<file path="config.mk">
export PLATFORM = sky130hd
export DESIGN_NAME = uart_rx
export DESIGN_NICKNAME = d
export VERILOG_FILES = /design/src/rtl/uart_rx.sv
export SDC_FILE = /design/constraint.sdc
export NUM_CORES = 1
export LEC_CHECK = 0
export CAP_MARGIN = 10
export CORE_MARGIN = 3
export CORE_UTILIZATION = 41
export DETAILED_ROUTE_END_ITERATION = 6
export GPL_TIMING_DRIVEN = 0
export HOLD_SLACK_MARGIN = 0.15
export PLACE_DENSITY_LB_ADDON = 0.05
export SETUP_SLACK_MARGIN = 0.1
export SYNTH_ARGS = -nofsm -noshare
export SYNTH_HDL_FRONTEND = slang
export SYNTH_SLANG_ARGS = --single-unit
</file>
<file path="constraint.sdc">
create_clock -name clk -period 2 [get_ports clk]
set_input_delay 0.2 -clock clk [delete_from_list [all_inputs] [get_ports clk]]
set_output_delay 0.2 -clock clk [all_outputs]
set_load 0.03 [all_outputs]
</file>
<file path="src/rtl/uart_rx.sv">
// 8N1 UART receiver with a ready/clear byte handshake.
// Flags framing errors (stop bit low) and overruns (byte lost while rdy set).
module uart_rx #(
    parameter int unsigned BAUD_CNT = 2604
) (
    input  logic       clk,
    input  logic       rst,
    input  logic       RX,
    input  logic       clr_rdy,
    output logic [7:0] rx_data,
    output logic       rdy,
    output logic       frm_err,
    output logic       ovr
);

    localparam logic [11:0] BAUD_LAST = 12'(BAUD_CNT - 1);
    localparam logic [11:0] HALF_LAST = 12'((BAUD_CNT / 2) - 1);

    typedef enum logic [1:0] {
        IDLE,
        START,
        DATA,
        STOP
    } state_t;

    state_t      state;
    state_t      state_next;
    logic        rx_m;
    logic        rx_s;
    logic        rx_s_prev;
    logic [2:0]  primed;
    logic [11:0] baud_cnt;
    logic [3:0]  bit_cnt;
    logic [7:0]  shifter;
    logic        baud_clr;
    logic        bit_clr;
    logic        shift_en;
    logic        stop_good;
    logic        stop_bad;

    // Two-flop synchronizer plus history flop; primed blocks edge
    // detection until all three flops hold real line samples.
    always_ff @(posedge clk) begin
        if (rst) begin
            rx_m      <= 1'b1;
            rx_s      <= 1'b1;
            rx_s_prev <= 1'b1;
            primed    <= 3'b000;
        end else begin
            rx_m      <= RX;
            rx_s      <= rx_m;
            rx_s_prev <= rx_s;
            primed    <= {primed[1:0], 1'b1};
        end
    end

    // State register.
    always_ff @(posedge clk) begin
        if (rst) state <= IDLE;
        else     state <= state_next;
    end

    // Next-state logic and per-cycle datapath controls.
    always_comb begin
        state_next = state;
        baud_clr   = 1'b0;
        bit_clr    = 1'b0;
        shift_en   = 1'b0;
        stop_good  = 1'b0;
        stop_bad   = 1'b0;
        unique case (state)
            IDLE: begin
                baud_clr = 1'b1;
                bit_clr  = 1'b1;
                if (primed[2] && rx_s_prev && !rx_s)
                    state_next = START;
            end
            START: begin
                if (baud_cnt == HALF_LAST) begin
                    baud_clr   = 1'b1;
                    bit_clr    = 1'b1;
                    state_next = rx_s ? IDLE : DATA;
                end
            end
            DATA: begin
                if (baud_cnt == BAUD_LAST) begin
                    baud_clr = 1'b1;
                    shift_en = 1'b1;
                    if (bit_cnt == 4'd7)
                        state_next = STOP;
                end
            end
            STOP: begin
                if (baud_cnt == BAUD_LAST) begin
                    baud_clr   = 1'b1;
                    stop_good  = rx_s;
                    stop_bad   = !rx_s;
                    state_next = IDLE;
                end
            end
            default: state_next = IDLE;
        endcase
    end

    // Baud and bit counters.
    always_ff @(posedge clk) begin
        if (rst) begin
            baud_cnt <= '0;
            bit_cnt  <= '0;
        end else begin
            baud_cnt <= baud_clr ? 12'd0 : baud_cnt + 12'd1;
            if (bit_clr)       bit_cnt <= 4'd0;
            else if (shift_en) bit_cnt <= bit_cnt + 4'd1;
        end
    end

    // LSB-first shifter: sampled bit enters at the MSB.
    always_ff @(posedge clk) begin
        if (rst)           shifter <= '0;
        else if (shift_en) shifter <= {rx_s, shifter[7:1]};
    end

    // Output handshake; a completing good frame wins over clr_rdy.
    always_ff @(posedge clk) begin
        if (rst) begin
            rx_data <= '0;
            rdy     <= 1'b0;
            frm_err <= 1'b0;
            ovr     <= 1'b0;
        end else if (stop_good) begin
            rx_data <= shifter;
            rdy     <= 1'b1;
            frm_err <= 1'b0;
            ovr     <= rdy && !clr_rdy;
        end else begin
            if (stop_bad)
                frm_err <= 1'b1;
            if (clr_rdy) begin
                rdy <= 1'b0;
                ovr <= 1'b0;
            end
        end
    end

endmodule

</file>
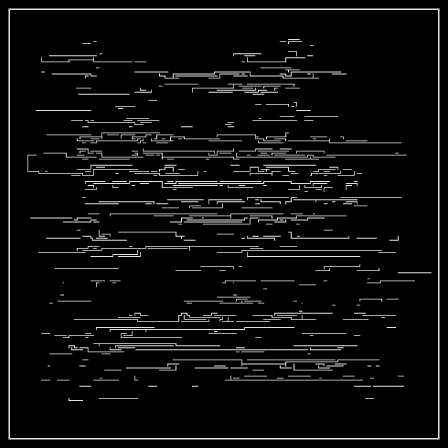
run_1/met1.png
wire length on this layer: 1730 um
main direction: horizontal
nets with wire on the layer: 199
share of all routed wire: 50%
longest straight run: 28.8 um
met1 Usage GRT: 0.201
overall routed net length: 3.42 mm
total number of vias: 1321

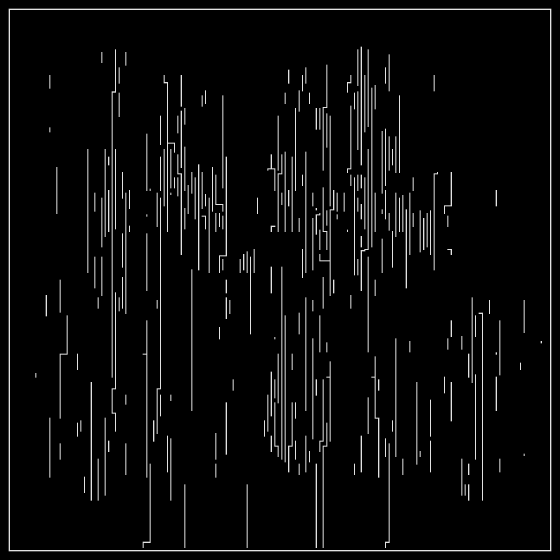
run_1/met2.png
nets with wire on the layer: 173
main direction: vertical
global-route met2 utilization: 0.197

==> impl_metrics.py, run 1 <==
# Synthesis and PnR figures
metrics = {
    "outcome": {
        "status": "completed",
    },
    "flow_run": {
        "warning_count": 29,
        "drv_cap": 0,
    },
    "drt": {
        "drt_first_iter_violations": 82,
        "wire_per_inst_um": 13.2,
        "detail_route.first_pass.iterations": 4,
        "ant_nets": 0,
        "drc": 0,
        "mean_number_of_vias_per_cell": 5.10,
    },
    "layout": {
        "area.growth.synth_to_final_pct": 21.5,
        "ff_latch_area_um2": 866,
        "area.share.combinational": 0.405,
        "mi_comb_count": 124,
        "finalNonFillerCells": 259,
        "antenna_cells_inserted": 0,
        "drive_gt1_frac": 0.177,
        "seqAreaFraction": 0.402,
        "largest_class": "combinational gates",
        "final_area_mm2": 0.00215,
        "nNonClkInverters": 5,
        "nClkBuffers": 7,
        "layout.core_utilization": 0.527,
        "clock_tree_area_fraction": 0.0377,
        "layout.area.comb_um2": 872,
        "sequential_cell_total": 43,
        "net_count_final": 215,
        "non_clk_bufs": 29,
        "num-fill-cells": 380,
    },
    "cts": {
        "ctsRootBufferMaster": "sky130_fd_sc_hd__clkbuf_8",
        "tritoncts_num_sinks": 43,
        "cts_tree": "done",
        "worstSkewPairLatency_ps": 290,
        "ctsHoldBuffers": 0,
        "clk_pin_slew_worst_paths_ps": 80,
        "clock_buffers_created_by_tritoncts": 5,
        "cts-root-to-sink-buffers": 2,
        "cts.htree.levels": 2,
    },
    "min_path": {
        "holdPathStages": 2,
        "hold_end": "primed[0]",
        "timing.hold.worst.class": "input port to flop",
    },
    "synth": {
        "ys_area_mm2": 0.00177,
        "synth_compound_gate_area_share": 0.0303,
        "synth-seq-area-share": 0.486,
        "ys_top_cells_by_area": "sky130_fd_sc_hd__dfxtp_1, sky130_fd_sc_hd__mux2i_1, sky130_fd_sc_hd__nor2_1",
        "synth_dominant_cell_count": "sky130_fd_sc_hd__dfxtp_1",
        "synth_area_mm2": 0.00177,
        "synth.avg_cell_area_um2": 9.80,
        "topCombFamilyByArea": "simple AND/OR/NAND/NOR gates",
        "post_synth_xor_area_fraction": 0.0543,
        "synth.yosys.num_cells": 181,
        "synthesis.yosys.warnings": 0,
        "synth_area_leader_cell": "sky130_fd_sc_hd__dfxtp_1",
        "synth-edff-count": 0,
        "yosysTopAreaCellShare": 0.486,
        "synth-main-ff-cell": "sky130_fd_sc_hd__dfxtp_1",
        "synthArstFlopShare": 0,
        "ys_seq_elements": 43,
        "synth.distinct_cells": 35,
        "mappedNetlistNets": 188,
        "syn_inst": 181,
        "mux_area_frac": 0.102,
        "synth_adder_area_share": 0.0212,
        "ys_top_cells_by_count": "sky130_fd_sc_hd__dfxtp_1, sky130_fd_sc_hd__nor2_1, sky130_fd_sc_hd__mux2i_1",
    },
    "power_and_ir_drop": {
        "largest_pwr_group": "registers",
        "power_per_cell_area_mw_per_mm2": 650,
        "irDropWorstVdd_v": 0.000460,
        "combinationalPowerShare": 0.016,
        "power_sequential_w": 0.000863,
        "static-leakage-power_nw": 0.712,
        "p_sw_w": 0.000285,
        "power.total_w": 0.00140,
        "pwr-share-clk": 0.367,
        "power.internal_w": 0.00111,
        "seqPwrFrac": 0.617,
        "power.switching_fraction": 0.204,
        "pg_comb_w": 0.0000223,
        "clock_distribution_power_w": 0.000514,
    },
    "floorplan": {
        "fp.dieArea_mm2": 0.00515,
        "ios": 15,
        "tap_cells": 50,
        "die.size.y_um": 71.8,
        "floorplan.initialDensity": 0.434,
        "core_area_mm2": 0.00409,
        "fp-row-count": 23,
    },
    "timing": {
        "finalHoldViolations": 0,
        "timing_worst_slew_pin_value_ps": 519,
        "fin_ws_ps": 97.7,
        "tns_ps": 0,
        "finalClockSkew_ps": 6.14,
        "layout_min_cycle_time_ps": 1900,
        "finalSetupViolCount": 0,
        "fin_crit_sh": 0.951,
        "achievable-frequency_mhz": 526,
        "worst_max_slew_margin_expressed_relative_to_the_limit": 0.654,
        "fin_worst_hold_slack_ps": 272,
        "drv_slew": 0,
        "rsz0062_at_grt": "yes",
    },
    "critical_path": {
        "worst_setup_path_endpoint": "ovr",
        "crit_slowest_cell": "sky130_fd_sc_hd__or4b_4",
        "crit-reg2reg-capture": "ovr",
        "crit_type": "flop to flop",
        "crit_chain": "buf_6 -> or4b_4 -> nor4_4 -> buf_6 -> mux2i_2 -> nor3_2",
        "arrival_ps": 2060,
        "startpoint_type": "flop",
        "path_depth": 6,
        "cpLargestDelayFamily": "simple AND/OR/NAND/NOR gates",
        "crit_path_start": "baud_cnt[7]",
        "path_common_cell": "sky130_fd_sc_hd__buf_6",
        "worst_setup_path_end_kind": "flop",
        "cp.buffers_inverters": 2,
        "worstReg2RegStart": "baud_cnt[7]",
        "critPathMaxFanout": 5,
        "worst_ep_required_time_ps": 2160,
        "crit_path_max_incr_delay_ps": 580,
        "worst-r2r-cell-count": 6,
    },
    "global_routing": {
        "grt_start_max_net_pins": 13,
        "wire_length_of_the_first_global_routing_pass_mm": 5.68,
        "globalRouteOverflowTotal": 0,
    },
    "place": {
        "placement.cell_area_mm2": 0.00197,
        "gpl.final_weighted_congestion": 0.825,
        "dp_cells": 244,
        "pre_cts_ws_ps": 54.0,
        "buffers_on_ports": 13,
    },
}
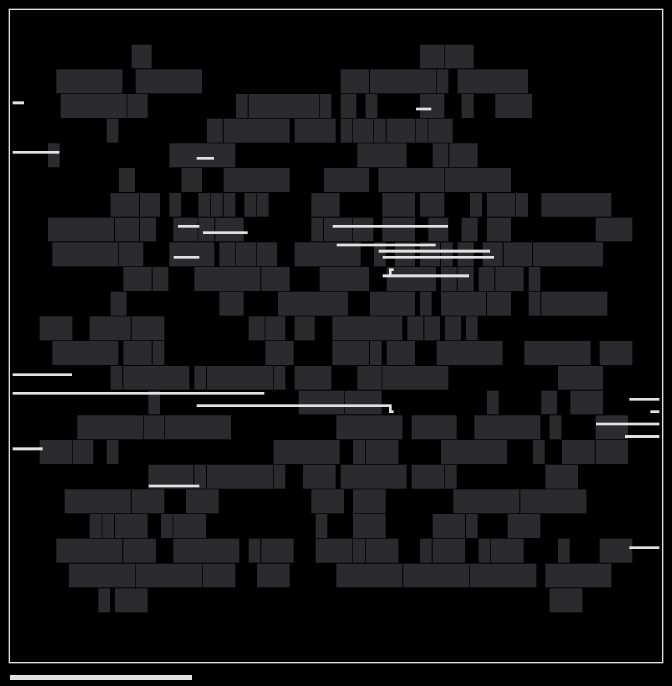
run_1/met3.png
Scale bar: 20 um. Cells faint in the background.
wire length on this layer: 156 um
share of all routed wire: 4.6%
longest straight run: 27.4 um
main direction: horizontal
met3 usage: 0.0365

==> run 1: registers in the layout (all words and copies together) (netlist names), named ones only <==
name and count:
ovr 1, rdy 1, shifter 8, rx_s_prev 1, rx_m 1, state 1
primed 3, bit_cnt 4, frm_err 1, baud_cnt 12, rx_data 8, rx_s 1
==> run 1: metal layers <==
metal / GRT usage / up-vias / share of wire
met4: 0.0689 / 0 / 0.019
met2: 0.197 / 33 / 0.43
met1: 0.201 / 598 / 0.50
li1: - / 683 / -
met3: 0.0365 / 7 / 0.045
met5: 0 / - / 0
==> run 1: cell usage in the layout (no fill, tap or decap), types with 3 or more instances in the layout <==
master / synthesis / layout
sky130_fd_sc_hd__clkbuf_1: 5 / 7
sky130_fd_sc_hd__clkbuf_8: 0 / 5
sky130_fd_sc_hd__nand4_1: 8 / 8
sky130_fd_sc_hd__a21oi_1: 5 / 5
sky130_fd_sc_hd__nand3_1: 10 / 9
sky130_fd_sc_hd__inv_1: 5 / 5
sky130_fd_sc_hd__dfxtp_2: 0 / 4
sky130_fd_sc_hd__buf_6: 3 / 6
sky130_fd_sc_hd__dfxtp_1: 43 / 39
sky130_fd_sc_hd__nor3_1: 3 / 3
sky130_fd_sc_hd__nor2_1: 34 / 34
sky130_fd_sc_hd__nand2_1: 4 / 4
sky130_fd_sc_hd__buf_4: 0 / 5
sky130_fd_sc_hd__xor2_1: 4 / 4
sky130_fd_sc_hd__mux2i_1: 18 / 17
sky130_fd_sc_hd__clkdlybuf4s50_1: 0 / 13
sky130_fd_sc_hd__xnor2_1: 7 / 7
sky130_fd_sc_hd__or2_2: 3 / 3
==> run 1: repair_timing <==
action | CTS | global route
cloned | 1 | 1
buffers inserted | 0 | 5
setup endpoints to repair | 7 | 21
pin swaps | 1 | 2
resized | 3 | 16
run_1/registers.png
Scale bar: 20 um. Other sequential cells in the stronger gray, the rest of the logic in the fainter gray.
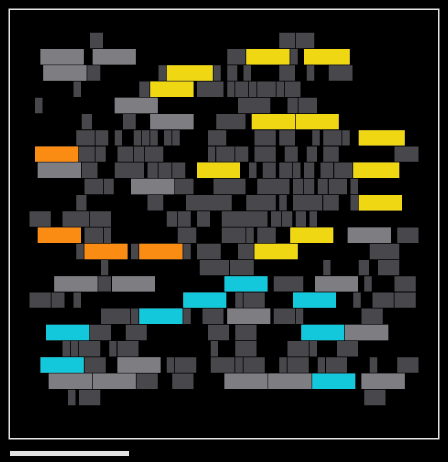

## Run 2: what changed since run 1
--- a/config.mk
+++ b/config.mk
@@ -8,11 +8,11 @@
 export CAP_MARGIN = 10
 export CORE_MARGIN = 3
 export CORE_UTILIZATION = 41
+export CTS_CLUSTER_SIZE = 28
 export DETAILED_ROUTE_END_ITERATION = 6
 export GPL_TIMING_DRIVEN = 0
 export HOLD_SLACK_MARGIN = 0.15
 export PLACE_DENSITY_LB_ADDON = 0.05
-export SETUP_SLACK_MARGIN = 0.1
 export SYNTH_ARGS = -nofsm -noshare
 export SYNTH_HDL_FRONTEND = slang
 export SYNTH_SLANG_ARGS = --single-unit
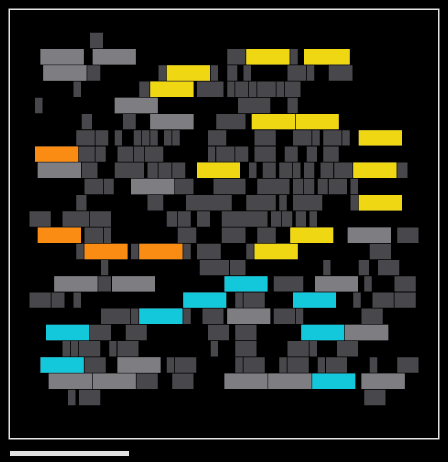
run_2/registers.png
Scale bar: 20 um. Other sequential cells in the stronger gray, the rest of the logic in the fainter gray.
legend:
  `baud_cnt`:
    color: yellow
    flops: 12
  `bit_cnt`:
    color: orange
    flops: 4
    where: west
  `shifter`:
    color: cyan
    flops: 8
not colored: 19
final core area utilization: 0.511
area taken by flip-flops and latches: 862 um^2
fraction of area in registers: 0.413
power in sequential cells: 0.000863 W

==> run 2 against run 1 <==
Via count decreased by 3.2%. Global-route usage decreased by 0.26 points. Utilization decreased by 1.6 points. Final area decreased by 3.1%. Worst hold slack got worse by 1.4 ps. Wire length decreased by 5.2%. Fmax decreased by 0.62%. Critical endpoint is now bit_cnt[1].
==> impl_metrics.py, run 2 <==
# Synthesis and PnR figures
metrics = {
    "place": {
        "placement.cell_area_mm2": 0.00197,
        "buffers_on_ports": 13,
        "gpl.final_weighted_congestion": 0.825,
        "place.detailed.hpwl_mm": 2.27,
    },
    "critical_path": {
        "crit_type": "flop to flop",
        "critPathMaxFanout": 10,
        "crit_slowest_cell": "sky130_fd_sc_hd__or4b_4",
        "crit_path_max_incr_delay_ps": 580,
        "cp.buffers_inverters": 2,
        "worst_ep_required_time_ps": 2170,
        "path_common_cell": "sky130_fd_sc_hd__buf_6",
        "arrival_ps": 2080,
        "startpoint_type": "flop",
        "cpLargestDelayFamily": "simple AND/OR/NAND/NOR gates",
        "worst_setup_path_end_kind": "flop",
        "crit_chain": "buf_6 -> or4b_4 -> nor4_4 -> buf_6 -> mux2i_1 -> nor2_1",
    },
    "timing": {
        "layout_min_cycle_time_ps": 1910,
        "achievable-frequency_mhz": 522,
        "fin_crit_sh": 0.957,
        "drv_slew": 0,
        "timing_worst_slew_pin_value_ps": 506,
        "fin_worst_hold_slack_ps": 271,
        "rsz0062_at_grt": "yes",
        "finalClockSkew_ps": 7.46,
        "worst_max_slew_margin_expressed_relative_to_the_limit": 0.663,
        "finalSetupViolCount": 0,
        "finalHoldViolations": 0,
    },
    "power_and_ir_drop": {
        "largest_pwr_group": "registers",
        "power.switching_fraction": 0.205,
        "p_sw_w": 0.000287,
        "static-leakage-power_nw": 0.675,
        "combinationalPowerShare": 0.016,
        "pg_comb_w": 0.0000222,
        "irDropWorstVdd_v": 0.000463,
        "power.internal_w": 0.00111,
        "seqPwrFrac": 0.616,
        "power.total_w": 0.00140,
        "power_per_cell_area_mw_per_mm2": 671,
        "clock_distribution_power_w": 0.000516,
        "pwr-share-clk": 0.368,
    },
    "synth": {
        "synthesis.yosys.warnings": 0,
        "ys_top_cells_by_count": "sky130_fd_sc_hd__dfxtp_1, sky130_fd_sc_hd__nor2_1, sky130_fd_sc_hd__mux2i_1",
        "synth.avg_cell_area_um2": 9.80,
        "synth-edff-count": 0,
        "synth_dominant_cell_count": "sky130_fd_sc_hd__dfxtp_1",
        "synth.distinct_cells": 35,
        "synth-main-ff-cell": "sky130_fd_sc_hd__dfxtp_1",
        "mappedNetlistNets": 188,
        "ys_area_mm2": 0.00177,
        "yosysTopAreaCellShare": 0.486,
        "synth-seq-area-share": 0.486,
        "synth.yosys.num_cells": 181,
        "ys_top_cells_by_area": "sky130_fd_sc_hd__dfxtp_1, sky130_fd_sc_hd__mux2i_1, sky130_fd_sc_hd__nor2_1",
        "synthArstFlopShare": 0,
        "synth_area_leader_cell": "sky130_fd_sc_hd__dfxtp_1",
        "ys_seq_elements": 43,
        "synth_area_mm2": 0.00177,
        "syn_inst": 181,
    },
    "floorplan": {
        "die.size.y_um": 71.8,
        "fp.dieArea_mm2": 0.00515,
        "ios": 15,
        "floorplan.initialDensity": 0.434,
        "fp-row-count": 23,
        "core_area_mm2": 0.00409,
        "die_width_um": 71.8,
    },
    "drt": {
        "drc": 0,
        "dr_total_vias": 1279,
        "drt_first_iter_violations": 70,
        "detail_route.first_pass.iterations": 4,
        "drt-total-wl_mm": 3.24,
        "mean_number_of_vias_per_cell": 5.06,
        "ant_nets": 0,
        "wire_per_inst_um": 12.8,
    },
    "layout": {
        "num-fill-cells": 388,
        "final_common_cell": "sky130_fd_sc_hd__dfxtp_1",
        "final_area_mm2": 0.00209,
        "net_count_final": 209,
        "area.growth.synth_to_final_pct": 17.8,
        "layout.area.comb_um2": 868,
        "largest_reg_flops": 12,
        "antenna_cells_inserted": 0,
        "drive_gt1_frac": 0.133,
        "final_layout_top_logic_cells": "sky130_fd_sc_hd__dfxtp_1, sky130_fd_sc_hd__nor2_1, sky130_fd_sc_hd__mux2i_1, sky130_fd_sc_hd__clkdlybuf4s50_1, sky130_fd_sc_hd__nand3_1",
        "registers.top_by_ff_count": "baud_cnt",
        "registers_with_the_most_flip_flops": "baud_cnt x12, rx_data x8, shifter x8",
    },
    "cts": {
        "ctsRootBufferMaster": "sky130_fd_sc_hd__clkbuf_8",
        "clk_pin_slew_worst_paths_ps": 80,
        "ctsHoldBuffers": 0,
        "cts.htree.levels": 2,
        "tritoncts_num_sinks": 43,
        "postCtsResizedCells": 0,
        "cts_tree": "done",
        "cts-root-to-sink-buffers": 2,
        "clock_buffers_created_by_tritoncts": 5,
        "worstSkewPairLatency_ps": 290,
        "setup_fix_bufs_post_cts": 0,
    },
    "global_routing": {
        "wire_length_of_the_first_global_routing_pass_mm": 5.59,
        "number_of_global_route_vias_before_repair": 1176,
        "grt_start_max_net_pins": 13,
        "globalRouteOverflowTotal": 0,
    },
    "flow_run": {
        "warning_count": 28,
        "drv_cap": 0,
    },
    "min_path": {
        "timing.hold.worst.class": "input port to flop",
    },
    "outcome": {
        "status": "completed",
    },
}
## run 2: kinds of logic (layout without fill, tap and decap cells)
| logic type | Yosys count | after routing | share of synthesized area |
|---|---|---|---|
| adders and majority gates | 3 | 3 | 0.0212 |
| and+or+nand+nor | 83 | 83 | 0.264 |
| muxes | 18 | 18 | 0.102 |
| buffers and inverters | 14 | 36 | 0.0430 |
| DFF | 43 | 43 | 0.486 |
| xor gates and xnor gates | 11 | 11 | 0.0543 |
| AOI/OAI and AO/OA | 9 | 9 | 0.0303 |
## run 2: worst paths after layout
check | start | to | slack (ps) | cells after the start
setup / recovery | baud_cnt[2] | bit_cnt[1] | 90 | 6
hold / removal | rst | primed[0] | 270 | 2
setup reg to reg | baud_cnt[2] | bit_cnt[1] | 90 | 6
hold reg to reg | rx_m | rx_s | 410 | 1
## run 2: layout make-up
class	instances	share of cell area
Buffer	9	0.0276
Clock buffer	7	0.0365
Clock inverter	1	0.00240
Inverter	5	0.00899
Multi-Input combinational cell	124	0.416
Sequential cell	43	0.413
Tap cell	50	0.0300
Timing Repair Buffer	14	0.0659
## run 2: routing by layer
layer | vias up | global-route usage | wire, um
met1 | 586 | 0.197 | 1710
met3 | 5 | 0.0365 | 109
met5 | - | 0 | 0
met2 | 19 | 0.193 | 1370
li1 | 669 | - | -
met4 | 0 | 0.0689 | 53
## run 2: through the flow
| stage | setup slack, ps | TNS [ps] | cells | util |
|---|---|---|---|---|
| after floorplan | 193 | 0 | 181 | - |
| after global placement | 104 | 0 | 244 | 0.481 |
| after detailed placement | 54.0 | 0 | 244 | 0.481 |
| after CTS | 36.6 | 0 | 252 | 0.501 |
| after global routing | -13.3 | -31.3 | 253 | 0.511 |
| final | 85.8 | 0 | 253 | 0.511 |
## Run 3: what changed since run 2
--- a/config.mk
+++ b/config.mk
@@ -13,6 +13,7 @@
 export GPL_TIMING_DRIVEN = 0
 export HOLD_SLACK_MARGIN = 0.15
 export PLACE_DENSITY_LB_ADDON = 0.05
+export SLEW_MARGIN = 0
 export SYNTH_ARGS = -nofsm -noshare
 export SYNTH_HDL_FRONTEND = slang
 export SYNTH_SLANG_ARGS = --single-unit
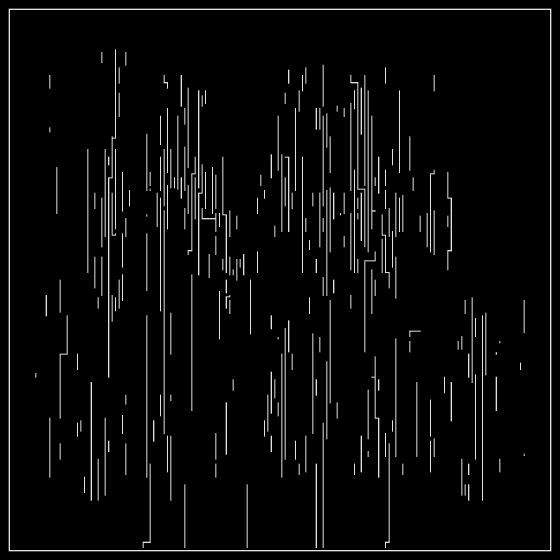
run_3/met2.png
longest straight run: 29.6 um
main direction: vertical
wire length on this layer: 1370 um
overall routed net length: 3.24 mm
total number of vias: 1279

==> run 3 against run 2 <==
Clock power hardly changed. Synthesized cell count stayed put. Via count stayed put. Highest routed layer unchanged.
==> impl_metrics.py, run 3 <==
# Synthesis and PnR figures
metrics = {
    "timing": {
        "layout_min_cycle_time_ps": 1910,
        "fin_ws_ps": 85.8,
        "worst_max_slew_margin_expressed_relative_to_the_limit": 0.663,
        "fin_worst_hold_slack_ps": 271,
        "finalHoldViolations": 0,
        "finalSetupViolCount": 0,
        "drv_slew": 0,
        "finalClockSkew_ps": 7.46,
        "achievable-frequency_mhz": 522,
        "fin_crit_sh": 0.957,
        "timing_worst_slew_pin_value_ps": 506,
        "rsz0062_at_grt": "yes",
    },
    "global_routing": {
        "number_of_global_route_vias_before_repair": 1176,
        "track_usage": 0.139,
        "grt_start_max_net_pins": 13,
        "grt_antenna_before_repair": 0,
        "globalRouteOverflowTotal": 0,
        "wire_length_of_the_first_global_routing_pass_mm": 5.59,
    },
    "critical_path": {
        "worst_setup_path_end_kind": "flop",
        "r2r_slack_ps": 90,
        "cpLargestDelayFamily": "simple AND/OR/NAND/NOR gates",
        "critPathMaxFanout": 10,
        "cp.buffers_inverters": 2,
        "crit_path_max_incr_delay_ps": 580,
        "crit_type": "flop to flop",
        "arrival_ps": 2080,
        "crit_chain": "buf_6 -> or4b_4 -> nor4_4 -> buf_6 -> mux2i_1 -> nor2_1",
        "crit_slowest_cell": "sky130_fd_sc_hd__or4b_4",
        "worstReg2RegStart": "baud_cnt[2]",
        "crit-reg2reg-capture": "bit_cnt[1]",
        "worst_ep_required_time_ps": 2170,
        "path_common_cell": "sky130_fd_sc_hd__buf_6",
        "worst-r2r-cell-count": 6,
        "startpoint_type": "flop",
    },
    "synth": {
        "ys_area_mm2": 0.00177,
        "synth_dominant_cell_count": "sky130_fd_sc_hd__dfxtp_1",
        "synthesis.yosys.warnings": 0,
        "synthArstFlopShare": 0,
        "synth-edff-count": 0,
        "synth.avg_cell_area_um2": 9.80,
        "mappedNetlistNets": 188,
        "synth_area_mm2": 0.00177,
        "synth.distinct_cells": 35,
        "ys_top_cells_by_area": "sky130_fd_sc_hd__dfxtp_1, sky130_fd_sc_hd__mux2i_1, sky130_fd_sc_hd__nor2_1",
        "synth.yosys.num_cells": 181,
        "synth-main-ff-cell": "sky130_fd_sc_hd__dfxtp_1",
        "yosysTopAreaCellShare": 0.486,
        "synth_area_leader_cell": "sky130_fd_sc_hd__dfxtp_1",
        "syn_inst": 181,
        "ys_seq_elements": 43,
        "ys_top_cells_by_count": "sky130_fd_sc_hd__dfxtp_1, sky130_fd_sc_hd__nor2_1, sky130_fd_sc_hd__mux2i_1",
        "synth-seq-area-share": 0.486,
    },
    "floorplan": {
        "fp.dieArea_mm2": 0.00515,
        "fp-row-count": 23,
        "core_area_mm2": 0.00409,
        "floorplan.initialDensity": 0.434,
        "die.size.y_um": 71.8,
        "die_width_um": 71.8,
        "ios": 15,
    },
    "cts": {
        "cts.htree.levels": 2,
        "ctsRootBufferMaster": "sky130_fd_sc_hd__clkbuf_8",
        "cts-root-to-sink-buffers": 2,
        "clk_pin_slew_worst_paths_ps": 80,
        "clock_buffers_created_by_tritoncts": 5,
        "tritoncts_num_sinks": 43,
        "worstSkewPairLatency_ps": 290,
        "ctsHoldBuffers": 0,
        "cts_tree": "done",
    },
    "drt": {
        "drt_first_iter_violations": 70,
        "detail_route.first_pass.iterations": 4,
        "wire_per_inst_um": 12.8,
        "ant_nets": 0,
        "drc": 0,
        "mean_number_of_vias_per_cell": 5.06,
    },
    "layout": {
        "layout.core_utilization": 0.511,
        "finalNonFillerCells": 253,
        "registers_with_the_most_flip_flops": "baud_cnt x12, rx_data x8, shifter x8",
        "antenna_cells_inserted": 0,
        "registers.top_by_ff_count": "baud_cnt",
        "final_common_cell": "sky130_fd_sc_hd__dfxtp_1",
        "area.growth.synth_to_final_pct": 17.8,
        "drive_gt1_frac": 0.133,
        "num-fill-cells": 388,
        "largest_reg_flops": 12,
        "final_layout_top_logic_cells": "sky130_fd_sc_hd__dfxtp_1, sky130_fd_sc_hd__nor2_1, sky130_fd_sc_hd__mux2i_1, sky130_fd_sc_hd__clkdlybuf4s50_1, sky130_fd_sc_hd__nand3_1",
        "net_count_final": 209,
    },
    "flow_run": {
        "warning_count": 28,
        "drv_cap": 0,
    },
    "outcome": {
        "status": "completed",
    },
    "min_path": {
        "timing.hold.worst.start": "rst",
        "timing.hold.worst.class": "input port to flop",
        "holdPathStages": 2,
        "hold_end": "primed[0]",
    },
    "power_and_ir_drop": {
        "seqPwrFrac": 0.616,
        "irDropWorstVdd_v": 0.000463,
        "power_per_cell_area_mw_per_mm2": 671,
        "clock_distribution_power_w": 0.000516,
        "pg_comb_w": 0.0000222,
        "static-leakage-power_nw": 0.675,
        "p_sw_w": 0.000287,
        "combinationalPowerShare": 0.016,
        "largest_pwr_group": "registers",
        "power.switching_fraction": 0.205,
        "power_sequential_w": 0.000863,
        "power.internal_w": 0.00111,
        "pwr-share-clk": 0.368,
    },
    "place": {
        "pre_cts_ws_ps": 54.0,
        "gpl.final_weighted_congestion": 0.825,
        "place.detailed.hpwl_mm": 2.27,
        "buffers_on_ports": 13,
        "dp_cells": 244,
    },
}
-- run 3: worst max path at each step --
stage	from	end	slack, ps	cells past startpoint
finish	baud_cnt[2]	bit_cnt[1]	90	6
CTS	baud_cnt[2]	ovr	40	6
floorplan	baud_cnt[2]	ovr	190	6
global placement	baud_cnt[7]	ovr	100	6
detailed placement	baud_cnt[2]	ovr	50	6
global route	baud_cnt[2]	bit_cnt[1]	-10	6
-- run 3: logic make-up after synthesis --
logic type	after synthesis	share of synthesized area
flops	43	0.486
simple gates	83	0.264
compound gates	9	0.0303
buf+inv	14	0.0430
xor+xnor	11	0.0543
mux	18	0.102
fa+ha+maj	3	0.0212
-- run 3: repair_timing --
| action | in CTS | in global routing |
|---|---|---|
| resized | 0 | 9 |
| setup buffers | 0 | 0 |
| endpoints found under the setup margin | 0 | 6 |
-- run 3: per-layer routing --
metal	global-route usage	routed length (um)	up-vias
met2	0.193	1370	19
met1	0.197	1710	586
met3	0.0365	109	5
met5	0	0	-
li1	-	-	669
met4	0.0689	53	0
-- run 3: final cells by class --
| type | instances | area [um^2] | share of cell area |
|---|---|---|---|
| Multi-Input combinational cell | 124 | 868 | 0.416 |
| Sequential cell | 43 | 862 | 0.413 |
| Timing Repair Buffer | 14 | 138 | 0.0659 |
| Clock buffer | 7 | 76.3 | 0.0365 |
| Tap cell | 50 | 62.6 | 0.0300 |
| Buffer | 9 | 57.6 | 0.0276 |
| Inverter | 5 | 18.8 | 0.00899 |
| Clock inverter | 1 | 5.00 | 0.00240 |
-- run 3: per-stage QoR --
stage,area (um^2),TNS (ps),power [W]
global route,2090,-31.3,0.00147
global placement,1970,0,0.000906
detailed placement,1970,0,0.000906
finish,2090,0,0.00140
CTS,2050,0,0.00142
floorplan,1770,0,0.000896
Power figures rest on the tool's default switching activity, not on a simulated workload.
